$ cat src/rtl/pipeline_hazard_ctrl.sv
// pipeline_hazard_ctrl: central hazard controller for the 5-stage pipeline.
//   Detects load-use hazards and drives the PC, IF/ID and ID/EXE stall/flush
//   controls. Generates EXE operand-forwarding selects. Sequences an orderly
//   halt: it drains the back end with bubbles, then freezes and reports Halted.
// Optional feature: define HAZARD_STALL_COUNT_EN to enable the saturating
//   stall-cycle counter. When it is undefined, StallCount is tied to 0.
// Ports:
//   clock, reset              rising-edge clock, async active-high reset
//   D_Rs/D_Rt, D_UseRs/D_UseRt decode source registers and their use flags
//   D_Halt                    halt instruction in decode
//   E_ReadMem/E_WriteReg/E_REG EXE-stage load/write flags and destination
//   M_WriteReg/M_REG          MEM-stage write flag and destination
//   W_WriteReg/W_REG          WB-stage write flag and destination
//   MemBusy                   data memory not ready, hold the whole pipe
//   PC_Stall, IF_ID_Stall, ID_EXE_Stall, ID_EXE_Flush  buffer controls
//   FwdA/FwdB                 0 = regfile, 1 = MEM result, 2 = WB result
//   Halted                    machine fully stopped
//   StallCount                stall-cycle count (optional feature)
module pipeline_hazard_ctrl #(
  parameter int unsigned DRAIN_CYCLES = 3,
  parameter int unsigned CNT_W        = 16
) (
  input  logic             clock,
  input  logic             reset,
  input  logic [4:0]       D_Rs,
  input  logic [4:0]       D_Rt,
  input  logic             D_UseRs,
  input  logic             D_UseRt,
  input  logic             D_Halt,
  input  logic             E_ReadMem,
  input  logic             E_WriteReg,
  input  logic [4:0]       E_REG,
  input  logic             M_WriteReg,
  input  logic [4:0]       M_REG,
  input  logic             W_WriteReg,
  input  logic [4:0]       W_REG,
  input  logic             MemBusy,
  output logic             PC_Stall,
  output logic             IF_ID_Stall,
  output logic             ID_EXE_Stall,
  output logic             ID_EXE_Flush,
  output logic [1:0]       FwdA,
  output logic [1:0]       FwdB,
  output logic             Halted,
  output logic [CNT_W-1:0] StallCount
);

  localparam int unsigned REG_W  = 5;
  localparam int unsigned DCNT_W = 4;
  localparam logic [DCNT_W-1:0] DRAIN_LAST = DCNT_W'(DRAIN_CYCLES - 1);

  typedef enum logic [1:0] {RUN, DRAIN, HALTED} state_t;

  state_t            state, state_nxt;
  logic [DCNT_W-1:0] drain_cnt, drain_cnt_nxt;
  logic [REG_W-1:0]  e_rs, e_rt;
  logic              load_use;

  // Load in EXE whose destination is read by the instruction in decode
  assign load_use = E_ReadMem & E_WriteReg & (E_REG != '0) &
                    ((D_UseRs & (D_Rs == E_REG)) | (D_UseRt & (D_Rt == E_REG)));

  // State register and drain counter
  always_ff @(posedge clock or posedge reset) begin
    if (reset) begin
      state     <= RUN;
      drain_cnt <= '0;
    end else begin
      state     <= state_nxt;
      drain_cnt <= drain_cnt_nxt;
    end
  end

  // Next state and prioritized stall/flush controls; reset forces all low
  always_comb begin
    state_nxt     = state;
    drain_cnt_nxt = drain_cnt;
    PC_Stall      = 1'b0;
    IF_ID_Stall   = 1'b0;
    ID_EXE_Stall  = 1'b0;
    ID_EXE_Flush  = 1'b0;
    Halted        = 1'b0;
    if (reset) begin
      state_nxt = RUN;
    end else if (MemBusy) begin
      PC_Stall     = 1'b1;
      IF_ID_Stall  = 1'b1;
      ID_EXE_Stall = 1'b1;
      Halted       = (state == HALTED);
    end else begin
      case (state)
        HALTED: begin
          PC_Stall     = 1'b1;
          IF_ID_Stall  = 1'b1;
          ID_EXE_Stall = 1'b1;
          Halted       = 1'b1;
        end
        DRAIN: begin
          PC_Stall     = 1'b1;
          IF_ID_Stall  = 1'b1;
          ID_EXE_Flush = 1'b1;
          if (drain_cnt == DRAIN_LAST) begin
            state_nxt     = HALTED;
            drain_cnt_nxt = '0;
          end else begin
            drain_cnt_nxt = drain_cnt + DCNT_W'(1);
          end
        end
        RUN: begin
          // Load-use bubble outranks halt entry; halt is retried next cycle
          if (load_use || D_Halt) begin
            PC_Stall     = 1'b1;
            IF_ID_Stall  = 1'b1;
            ID_EXE_Flush = 1'b1;
          end
          if (!load_use && D_Halt) begin
            // This cycle is drain step 0
            if (DRAIN_LAST == '0) begin
              state_nxt = HALTED;
            end else begin
              state_nxt     = DRAIN;
              drain_cnt_nxt = DCNT_W'(1);
            end
          end
        end
        default: state_nxt = RUN;
      endcase
    end
  end

  // EXE-stage source registers follow the ID/EXE buffer, bubbles carry reg 0
  always_ff @(posedge clock or posedge reset) begin
    if (reset) begin
      e_rs <= '0;
      e_rt <= '0;
    end else if (!ID_EXE_Stall) begin
      e_rs <= ID_EXE_Flush ? '0 : D_Rs;
      e_rt <= ID_EXE_Flush ? '0 : D_Rt;
    end
  end

  // MEM result is newer than WB result, so it wins
  always_comb begin
    FwdA = 2'd0;
    FwdB = 2'd0;
    if (M_WriteReg && (M_REG != '0) && (M_REG == e_rs))      FwdA = 2'd1;
    else if (W_WriteReg && (W_REG != '0) && (W_REG == e_rs)) FwdA = 2'd2;
    if (M_WriteReg && (M_REG != '0) && (M_REG == e_rt))      FwdB = 2'd1;
    else if (W_WriteReg && (W_REG != '0) && (W_REG == e_rt)) FwdB = 2'd2;
  end

`ifdef HAZARD_STALL_COUNT_EN
  logic [CNT_W-1:0] stall_cnt;

  // Saturating count of stalled cycles outside HALTED
  always_ff @(posedge clock or posedge reset) begin
    if (reset) begin
      stall_cnt <= '0;
    end else if (PC_Stall && (state != HALTED) && (stall_cnt != '1)) begin
      stall_cnt <= stall_cnt + CNT_W'(1);
    end
  end

  assign StallCount = stall_cnt;
`else
  assign StallCount = '0;
`endif

endmodule

$ cat config.mk
export PLATFORM = sky130hd
export DESIGN_NAME = pipeline_hazard_ctrl
export DESIGN_NICKNAME = d
export VERILOG_FILES = /design/src/rtl/pipeline_hazard_ctrl.sv
export SDC_FILE = /design/constraint.sdc
export NUM_CORES = 1
export LEC_CHECK = 0
export CAP_MARGIN = 20
export CORE_MARGIN = 2
export CORE_UTILIZATION = 35
export DETAILED_ROUTE_END_ITERATION = 10
export PLACE_DENSITY = 0.75
export SYNTH_ARGS = -nofsm -noshare
export SYNTH_HDL_FRONTEND = slang
export SYNTH_SLANG_ARGS = --single-unit
$ cat constraint.sdc
create_clock -name clock -period 4.16 [get_ports clock]
set_input_delay 1.248 -clock clock [delete_from_list [all_inputs] [get_ports clock]]
set_output_delay 1.248 -clock clock [all_outputs]
set_load 0.01 [all_outputs]
m1.png
Scale bar: 20 um.
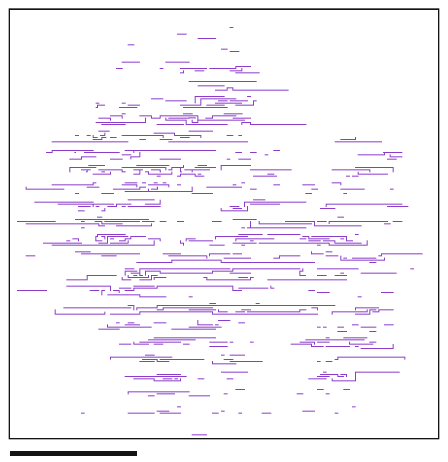
The longest straight run is 28.1 um. 215 nets have wire on it.

m2.png
Scale bar: 20 um. Cells faint in the background.
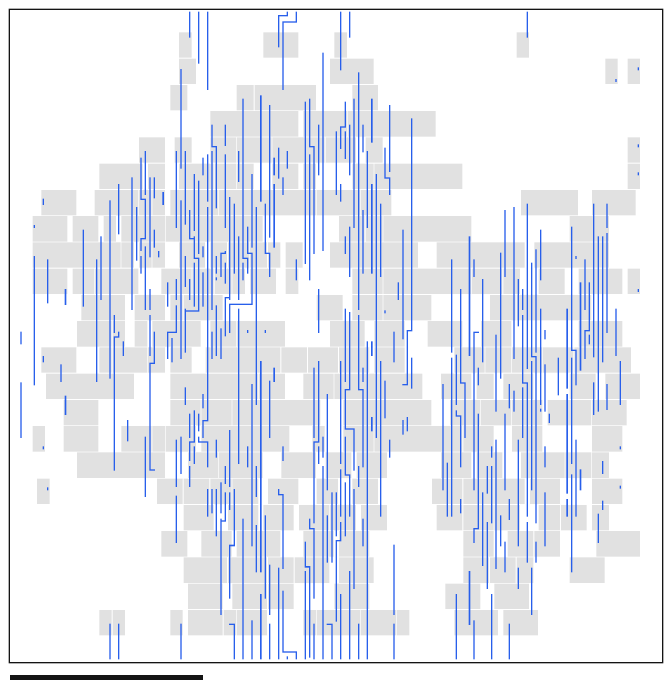
The layer carries 1940 um of wire. The wires run mostly vertical. The longest straight run is 32.8 um. 232 nets have wire on it. The layer holds 53% of the routed length.

m3.png
Scale bar: 20 um. Cells faint in the background.
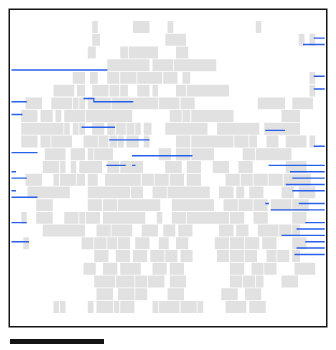
The layer carries 198 um of wire. 32 nets have wire on it. The layer holds 5.5% of the routed length. The longest straight run is 20.2 um.
wire length after detailed routing: 3620 um
met3 track utilization from global routing: 3.17%

util_map.png
The die is cut into 7 by 7 equal tiles; white is low, dark blue is high, 0 to 100% covered.
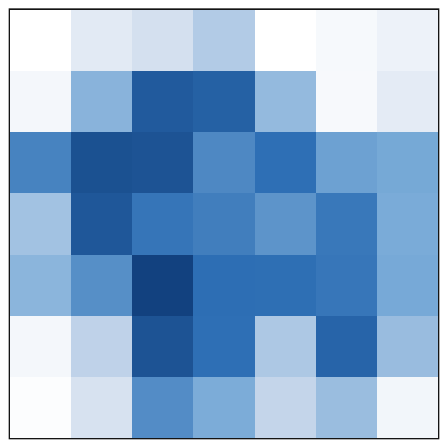
6.1% of the tiles are nearly empty. The emptiest ninth of the die: north-east. The fullest tile reaches 93%. 16% of the tiles are over 75% full.
core utilization at floorplan: 35.9%
core region area: 0.00394 mm^2
post-layout utilization of the core: 55.6%

congestion_map.png
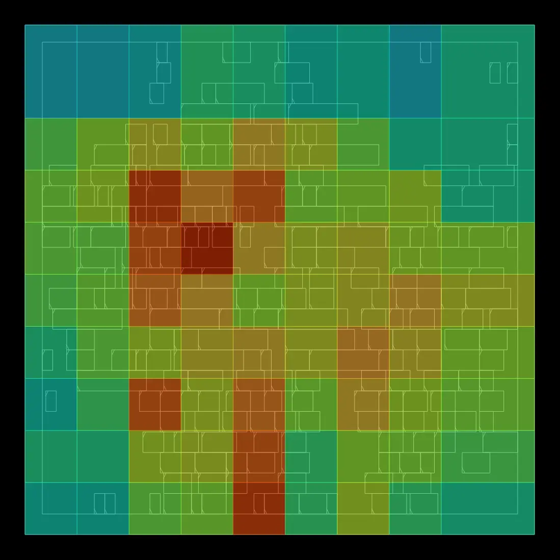
routed length per placed instance: 13.4 um
fraction of met2 tracks used by global routing: 32.8%
global router's overall resource usage: 17.2%
most heavily used metal layer in global routing: met2
met1 track demand over resource: 19.2%

==> run notes <==
Numbers from the implementation run.

The cell type that accounts for the most area after synthesis is dfrtp_1. Adding up every negative setup slack in the final design gives 0 ns. The flow reports that the clock network draws between 20% and 30% of the design power. The number of placement rows is 23. TritonCTS built the clock tree. The instance count on the critical path is 6. Of the available clock period, the critical path in the final layout requires a little over nine tenths. The switching power share of the total is 31.6%. The mux share of post-synthesis cell area is roughly 2.5%. Combinational cells consume a total of between 0.15 and 0.2 mW. The fraction of final layout cells sized beyond drive strength 1 is 25.5%. The biggest cell delay along the critical path is between 0.4 and 0.5 ns. The number of resized instances in the post-cts repair step is 38.

For the worst-skew pair, the clock arrives at the later sink with an insertion delay of roughly 0.26 ns. The sequential portion of the cell area is a little under a fifth. Yosys mapped a number of flops with a built-in enable equal to 0.

The remaining routing DRC violations is 0. The run finished with clean final reports. In the final layout, the registers with the most flip-flops are e_rs (5), e_rt (5), drain_cnt (4). The synthesized design devotes to its leading area cell type 28.3% of total area.
Power is estimated from default activity; no workload was simulated.
